**src/rtl/eros_pkg.sv**
```systemverilog
// Shared types and default constants for the TMR recovery controller.
//   tmr_rec_state_e    : recovery sequencer states
//   TMR_NHARTS         : number of redundant harts (only 3 supported)
//   TMR_PERM_THRESHOLD : default permanent-fault count threshold
//   TMR_TIMEOUT_CYCLES : default handshake timeout in cycles
//   tmr_is_multi()     : true when more than one hart bit is set
package eros_pkg;

  typedef enum logic [2:0] {
    StIdle,
    StHalt,
    StRecover,
    StResume,
    StFatal
  } tmr_rec_state_e;

  localparam int unsigned TMR_NHARTS         = 3;
  localparam int unsigned TMR_PERM_THRESHOLD = 4;
  localparam int unsigned TMR_TIMEOUT_CYCLES = 1024;

  // Clearing the lowest set bit leaves something only if two or more bits were set.
  function automatic logic tmr_is_multi(input logic [TMR_NHARTS-1:0] v);
    return (v & (v - TMR_NHARTS'(1))) != '0;
  endfunction

endpackage

```
**src/rtl/tmr_err_counter.sv**
```systemverilog
// Saturating per-hart error counter with sticky permanent-fault flag.
//   clk_i, rst_ni  : clock, asynchronous active-low reset
//   inc_i          : count one successful recovery of this hart
//   clear_i        : zero the count and the sticky flag (wins over inc_i)
//   count_o        : current count, saturates at all-ones
//   perm_fault_o   : set once a post-increment count reaches PermThreshold
module tmr_err_counter
  import eros_pkg::*;
#(
  parameter int unsigned CntWidth      = 8,
  parameter int unsigned PermThreshold = TMR_PERM_THRESHOLD
) (
  input  logic                clk_i,
  input  logic                rst_ni,
  input  logic                inc_i,
  input  logic                clear_i,
  output logic [CntWidth-1:0] count_o,
  output logic                perm_fault_o
);

  localparam logic [CntWidth-1:0] CntMax = '1;

  logic [CntWidth-1:0] count_q, count_d;
  logic                perm_q, perm_d;

  always_comb begin
    count_d = count_q;
    perm_d  = perm_q;
    if (clear_i) begin
      count_d = '0;
      perm_d  = 1'b0;
    end else if (inc_i) begin
      if (count_q != CntMax) begin
        count_d = count_q + CntWidth'(1);
      end
      if (32'(count_d) >= PermThreshold) begin
        perm_d = 1'b1;
      end
    end
  end

  always_ff @(posedge clk_i or negedge rst_ni) begin
    if (!rst_ni) begin
      count_q <= '0;
      perm_q  <= 1'b0;
    end else begin
      count_q <= count_d;
      perm_q  <= perm_d;
    end
  end

  assign count_o      = count_q;
  assign perm_fault_o = perm_q;

endmodule

```
**src/rtl/tmr_recovery_ctrl.sv**
```systemverilog
// TMR recovery controller: classifies voter errors, sequences halt ->
// resynchronise -> resume of the harts, and tracks per-hart error counts.
//   clk_i, rst_ni      : clock, asynchronous active-low reset
//   enable_i           : TMR mode active; gates acceptance of new errors
//   error_i            : voter error
//   error_id_i         : voter per-hart mismatch vector
//   halt_ack_i         : all harts halted
//   recovery_done_i    : resynchronisation complete
//   clear_i            : leave FATAL, zero counters, sticky flags and faulty set
//   halt_req_o         : halt request to all harts
//   recovery_req_o     : resynchronisation request for the faulty hart
//   faulty_id_o        : one-hot faulty hart, valid with recovery_req_o
//   recovered_o        : one-cycle pulse on successful recovery
//   fatal_o            : uncorrectable fault, held until clear_i
//   perm_fault_o       : sticky per-hart permanent-fault flags
//   err_count_o        : per-hart counts, hart i at [i*CNT_WIDTH +: CNT_WIDTH]
module tmr_recovery_ctrl
  import eros_pkg::*;
#(
  parameter int unsigned NHARTS         = TMR_NHARTS,
  parameter int unsigned CNT_WIDTH      = 8,
  parameter int unsigned PERM_THRESHOLD = TMR_PERM_THRESHOLD,
  parameter int unsigned TIMEOUT_CYCLES = TMR_TIMEOUT_CYCLES
) (
  input  logic                          clk_i,
  input  logic                          rst_ni,
  input  logic                          enable_i,
  input  logic                          error_i,
  input  logic [NHARTS-1:0]             error_id_i,
  input  logic                          halt_ack_i,
  input  logic                          recovery_done_i,
  input  logic                          clear_i,
  output logic                          halt_req_o,
  output logic                          recovery_req_o,
  output logic [NHARTS-1:0]             faulty_id_o,
  output logic                          recovered_o,
  output logic                          fatal_o,
  output logic [NHARTS-1:0]             perm_fault_o,
  output logic [NHARTS*CNT_WIDTH-1:0]   err_count_o
);

  localparam int unsigned       TimerW   = $clog2(TIMEOUT_CYCLES + 1);
  localparam logic [TimerW-1:0] TimerMax = TimerW'(TIMEOUT_CYCLES - 1);

  tmr_rec_state_e    state_q, state_d;
  logic [NHARTS-1:0] faulty_q, faulty_d;
  logic [TimerW-1:0] timer_q, timer_d;
  logic              timer_expired;
  logic [NHARTS-1:0] hart_inc;

  assign timer_expired = (timer_q == TimerMax);

  always_comb begin
    state_d  = state_q;
    faulty_d = faulty_q;
    unique case (state_q)
      StIdle: begin
        if (enable_i && error_i) begin
          faulty_d = error_id_i;
          state_d  = (error_id_i != '0 && !tmr_is_multi(error_id_i)) ? StHalt : StFatal;
        end
      end
      StHalt: begin
        // Further mismatches while halting accumulate; a second hart escalates.
        faulty_d = faulty_q | error_id_i;
        if (tmr_is_multi(faulty_d)) begin
          state_d = StFatal;
        end else if (halt_ack_i) begin
          state_d = StRecover;
        end else if (timer_expired) begin
          state_d = StFatal;
        end
      end
      StRecover: begin
        if (recovery_done_i) begin
          state_d = StResume;
        end else if (timer_expired) begin
          state_d = StFatal;
        end
      end
      StResume: begin
        faulty_d = '0;
        state_d  = StIdle;
      end
      StFatal: begin
        if (clear_i) begin
          state_d = StIdle;
        end
      end
      default: state_d = StIdle;
    endcase
    if (clear_i) begin
      faulty_d = '0;
    end
  end

  // Timer restarts on every state change and only runs in the waiting states.
  always_comb begin
    timer_d = '0;
    if (state_d == state_q && (state_q == StHalt || state_q == StRecover)) begin
      timer_d = timer_q + TimerW'(1);
    end
  end

  always_ff @(posedge clk_i or negedge rst_ni) begin
    if (!rst_ni) begin
      state_q  <= StIdle;
      faulty_q <= '0;
      timer_q  <= '0;
    end else begin
      state_q  <= state_d;
      faulty_q <= faulty_d;
      timer_q  <= timer_d;
    end
  end

  assign halt_req_o     = (state_q == StHalt) || (state_q == StRecover) || (state_q == StFatal);
  assign recovery_req_o = (state_q == StRecover);
  assign faulty_id_o    = (state_q == StRecover) ? faulty_q : '0;
  assign recovered_o    = (state_q == StResume);
  assign fatal_o        = (state_q == StFatal);

  assign hart_inc = (state_q == StResume) ? faulty_q : '0;

  for (genvar i = 0; i < NHARTS; i++) begin : g_cnt
    tmr_err_counter #(
      .CntWidth      (CNT_WIDTH),
      .PermThreshold (PERM_THRESHOLD)
    ) u_cnt (
      .clk_i        (clk_i),
      .rst_ni       (rst_ni),
      .inc_i        (hart_inc[i]),
      .clear_i      (clear_i),
      .count_o      (err_count_o[i*CNT_WIDTH +: CNT_WIDTH]),
      .perm_fault_o (perm_fault_o[i])
    );
  end

endmodule

```
**config.mk**
```make
export PLATFORM = sky130hd
export DESIGN_NAME = tmr_recovery_ctrl
export DESIGN_NICKNAME = d
export VERILOG_FILES = /design/src/rtl/eros_pkg.sv /design/src/rtl/tmr_err_counter.sv /design/src/rtl/tmr_recovery_ctrl.sv
export SDC_FILE = /design/constraint.sdc
export NUM_CORES = 1
export LEC_CHECK = 0
export CAP_MARGIN = 20
export CORE_MARGIN = 3
export CORE_UTILIZATION = 54
export CTS_CLUSTER_SIZE = 24
export DETAILED_ROUTE_END_ITERATION = 10
export PLACE_DENSITY = 0.79
export SLEW_MARGIN = 20
export SYNTH_ARGS = -nofsm -noshare
export SYNTH_HDL_FRONTEND = slang
export SYNTH_HIERARCHICAL = 1
export SYNTH_SLANG_ARGS = --single-unit
```
**constraint.sdc**
```tcl
create_clock -name clk_i -period 2.33 [get_ports clk_i]
set_clock_uncertainty 0.05 [all_clocks]
set_input_delay 0.699 -clock clk_i [delete_from_list [all_inputs] [get_ports clk_i]]
set_output_delay 0.699 -clock clk_i [all_outputs]
set_load 0.01 [all_outputs]
```
==> flow_summary.yaml, run 1 <==
# physical design summary
layout:
  inverters: 1
  seq_cell_count: 44
  multi_input_comb_cells: 228
synthesis:
  area_leaders: "dfrtp_1 (41%), nor2_1 (5.4%), and3_1 (3.9%)"
  ys_sh_xor: 0.0553
  ys_seq_elements: 44
  fa_ha_area_frac: 0.0228
  ys_sh_mux: 0.0265
  edf_count: 0
worst_setup_path:
  cp_slowest_cell: "dfrtp_2"
  cp.required_ps: 1580
  crit_path_max_fanout: 5
sta:
  finalMaxSlewViolations: 0
  hold_slack_ps: 340
  hold_viol_final: 0
cts:
  cts.reportedPaths.clkPinSlew_ps: 80
  h-tree-depth: 2
placed_design:
  placed_area_sq_mm: 0.00318
run_status:
  status: "completed"
detailed_routing:
  finalWirelength_mm: 6.21
power:
  finalPower_mw: 1.96
==> run 1: cell families (layout without fill, tap and decap cells) <==
kind of cell,Yosys count,in the layout
muxes,7,7
adders and majority gates,5,5
AOI/OAI and AO/OA,61,61
xor gates and xnor gates,17,17
and+or+nand+nor,138,138
buffers and inverters,18,74
DFF,44,44
==> run 1: metal layers <==
metal  GRT usage  wire (um)
met1       0.256       2740
met2       0.394       3190
met3      0.0485        201
met4      0.0815         77
met5           0          0
==> run 1: worst reg2reg max path, delay by kind of cell, from the launching register on <==
kind / cells / cell delay (ps)
buf+inv: 2 / 300
simple gates: 4 / 860
flops: 1 / 410
compound gates: 2 / 290
==> run 1: worst paths after layout <==
check | start | endpoint | depth (start not counted)
max in group asynchronous | rst_ni | g_cnt[0].u_cnt/perm_fault_o$_DFFE_PN0P_ | 2
min reg2reg | timer_q[0]$_DFF_PN0_ | timer_q[0]$_DFF_PN0_ | 1
max | state_q[2]$_DFF_PN0_ | halt_req_o | 4
min | rst_ni | g_cnt[0].u_cnt/count_o[3]$_DFFE_PN0P_ | 1
min in group clk_i | timer_q[0]$_DFF_PN0_ | timer_q[0]$_DFF_PN0_ | 1
max reg2reg | state_q[0]$_DFF_PN0_ | g_cnt[0].u_cnt/count_o[3]$_DFFE_PN0P_ | 8
==> run 1: what timing repair did <==
item                                    4_1_cts  5_1_grt
resized                                      12        1
buffers inserted                              6        1
endpoints found under the setup margin        7        1
==> run 1: sequential cells by signal, indices dropped and copies added, names as in the netlist <==
register	flops
state_q	3
timer_q	11
g_cnt.u_cnt/perm_fault_o	3
g_cnt.u_cnt/count_o	24
faulty_q	3
==> run 1: report_power, final <==
part	internal [mW]	switching (mW)	total [mW]	leakage, nW
logic	0.238	0.242	0.480	0.837
registers	0.798	0.0467	0.845	0.609
clock network	0.378	0.259	0.637	0.0645
**Run 1: power grid**

The bar under the picture is 20 um long. Pins as bars on the die edge.
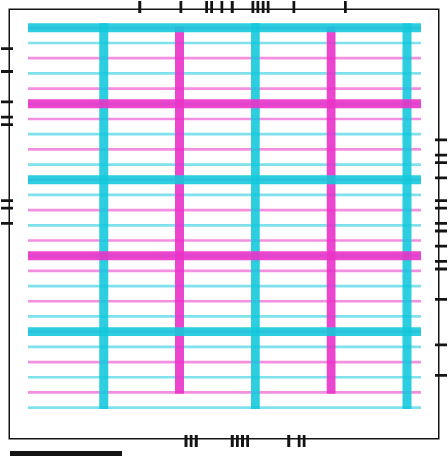
Cyan stands for VSS. Magenta stands for VDD.
The core has 25 rows. 44 signal pins sit on the boundary. 5 straps on met4.
core area: 0.00479 sq mm
height of the die: 76.6 um
VDD IR max: 0.426 mV

**Run 1: placed cells, one colour a class**

The bar under the picture is 20 um long.
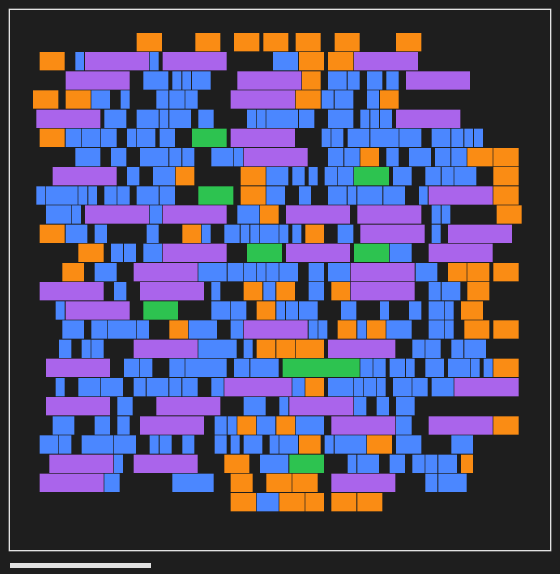
Green stands for clock drivers and dummy loads, cells 8, share of their area 3.9%. Blue stands for all other logic, cells 229, share of their area 45%. Orange stands for other buffers and delay cells, cells 65, share of their area 18%. Purple stands for flops, cells 44, share of their area 34%.

**Run 1: clock distribution**

The bar under the picture is 20 um long.
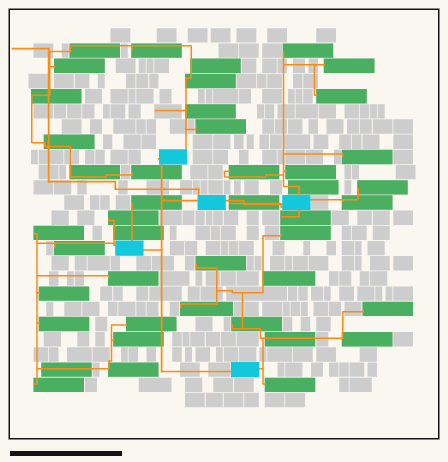
Orange stands for clock wires, length 532 um. Cyan stands for cells driving clock nets, count 5. Green stands for flip-flops, count 44.
There are 6 routed clock nets.
clock network power share: 0.325
Clk power: 637 uW

==> inputs of run 2 (changes only) <==
--- a/config.mk
+++ b/config.mk
@@ -7,10 +7,10 @@
 export LEC_CHECK = 0
 export CAP_MARGIN = 20
 export CORE_MARGIN = 3
-export CORE_UTILIZATION = 54
+export CORE_UTILIZATION = 58
 export CTS_CLUSTER_SIZE = 24
 export DETAILED_ROUTE_END_ITERATION = 10
-export PLACE_DENSITY = 0.79
+export PLACE_DENSITY = 0.84
 export SLEW_MARGIN = 20
 export SYNTH_ARGS = -nofsm -noshare
 export SYNTH_HDL_FRONTEND = slang
==> constraint.sdc (replaced) <==
create_clock -name clk_i -period 2.75 [get_ports clk_i]
set_clock_uncertainty 0.05 [all_clocks]
set_input_delay 0.825 -clock clk_i [delete_from_list [all_inputs] [get_ports clk_i]]
set_output_delay 0.825 -clock clk_i [all_outputs]
set_load 0.01 [all_outputs]
**Run 2: routing congestion**

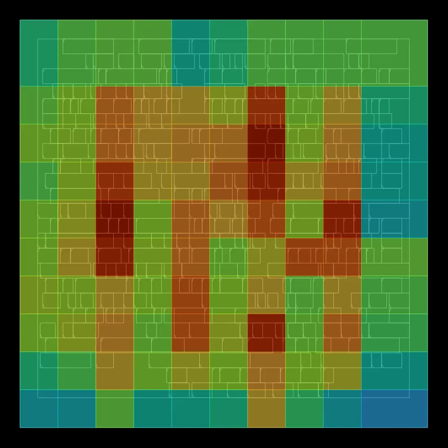
GRT Total Usage: 0.234
met3 global-route usage: 0.0473
met1 Use GR: 0.308
post-DR wirelength/cell: 15.8 um
Finished Core Util: 0.732

==> run 2 against run 1 <==
  * Critical path depth decreased by 1
  * Final area is 4.0% lower
  * Sequential share of layout area rose by 1.4 points
  * Clock-buffer cell count is 1 lower
  * First-iteration DRC count grew 84%
  * Global-route usage increased by 1.4 points
  * Area after synthesis stayed put
  * Highest routed layer unchanged
==> flow_summary.yaml, run 2 <==
# physical design summary
synthesis:
  top_logic_kind: "simple AND/OR/NAND/NOR gates"
  area_leaders: "dfrtp_1 (41%), nor2_1 (5.4%), and3_1 (3.9%)"
  ys_sh_xor: 0.0553
  synth_cell_type_count: 44
  fa_ha_area_frac: 0.0228
  edf_count: 0
  ys_sh_mux: 0.0265
  simple_gate_area_frac: 0.276
  ys_seq_elements: 44
power:
  p_per_area_mw_per_mm2: 478
  irDropWorstVdd_mv: 0.427
  finalPower_mw: 1.54
cts:
  cts_setup_buffers: 0
  cts.reportedPaths.clkPinSlew_ps: 80
  cts_resized: 0
  cts_root_buffer: "clkbuf_8"
  h-tree-depth: 2
  holdBufCountCts: 0
detailed_routing:
  final_antenna_net_count: 0
  finalWirelength_mm: 6.05
min_path:
  min_to: "timer_q[0]$_DFF_PN0_"
  hold_depth: 1
  worstHoldStart: "timer_q[0]$_DFF_PN0_"
  hold_class: "reg2reg"
worst_setup_path:
  cp.required_ps: 1880
  reg2reg_slack_ps: 570
  rr_worst_depth: 7
  r2r_start: "state_q[1]$_DFF_PN0_"
  critPathLaunchType: "flop"
  crit_path_max_fanout: 8
  rr_endpoint: "g_cnt[0].u_cnt/count_o[3]$_DFFE_PN0P_"
grt:
  overflow: 0
  grt_pass1_wl_mm: 10.1
run_status:
  status: "completed"
placed_design:
  port_buffers: 43
  placed_area_sq_mm: 0.00312
  place_hpwl_mm: 4.19
  place_congestion: 0.858
sta:
  hold_viol_final: 0
  setup_viol: 0
  setup_ws_ps: 97.4
  hold_slack_ps: 444
  tightestPinTransition_ps: 529
  finalMaxSlewViolations: 0
layout:
  diodes: 0
  largest_reg_flops: 24
flow_run:
  tool_warnings: 26
floorplanning:
  die_h_um: 74.2
  coreArea_sq_mm: 0.00441
[run 2: cell count changes in the layout (fill, tap and decap cells not counted)]
cell,previous run,this run
nor2_4,1,0
buf_12,0,2
clkdlybuf4s15_1,1,0
clkinv_2,0,1
buf_6,1,0
buf_4,21,4
clkdlybuf4s50_1,35,42
clkbuf_1,0,1
clkbuf_8,7,5
nor2_2,0,1
dlygate4sd2_1,6,0
[run 2: final cells by class]
type                            instances  share of cell area
Clock buffer                            6              0.0225
Clock inverter                          2              0.0108
Inverter                                1             0.00116
Multi-Input combinational cell        228               0.450
Sequential cell                        44               0.342
Tap cell                               52              0.0201
Timing Repair Buffer                   49               0.153
[run 2: worst max-delay path by stage]
stage / startpoint / endpoint / cells after the start
3_5_place_dp: error_id_i[0] / timer_q[9]$_DFF_PN0_ / 6
4_1_cts: state_q[2]$_DFF_PN0_ / faulty_id_o[1] / 3
6_report: state_q[0]$_DFF_PN0_ / fatal_o / 3
5_1_grt: state_q[2]$_DFF_PN0_ / recovery_req_o / 3
2_1_floorplan: state_q[0]$_DFF_PN0_ / g_cnt[0].u_cnt/count_o[3]$_DFFE_PN0P_ / 7
3_3_place_gp: error_id_i[1] / timer_q[3]$_DFF_PN0_ / 6
[run 2: layer usage]
metal	routed length [um]	vias up	GRT usage
met5	0	-	0
met4	88	0	0.0825
met3	266	9	0.0473
met2	3090	59	0.384
met1	2600	1150	0.308
li1	-	1146	-
[run 2: where the power goes]
group / total [mW] / switching (mW) / internal [mW]
Sequential: 0.739 / 0.0626 / 0.676
Combinational: 0.315 / 0.155 / 0.161
Clock: 0.490 / 0.220 / 0.270
[run 2: worst max-delay path, stage by stage (launching register included)]
cell	delay (ps)
dfrtp_2	470
buf_4	180
nor3b_1	240
clkdlybuf4s50_1	590
No activity file was given, so power comes from the tool's default toggle rates.
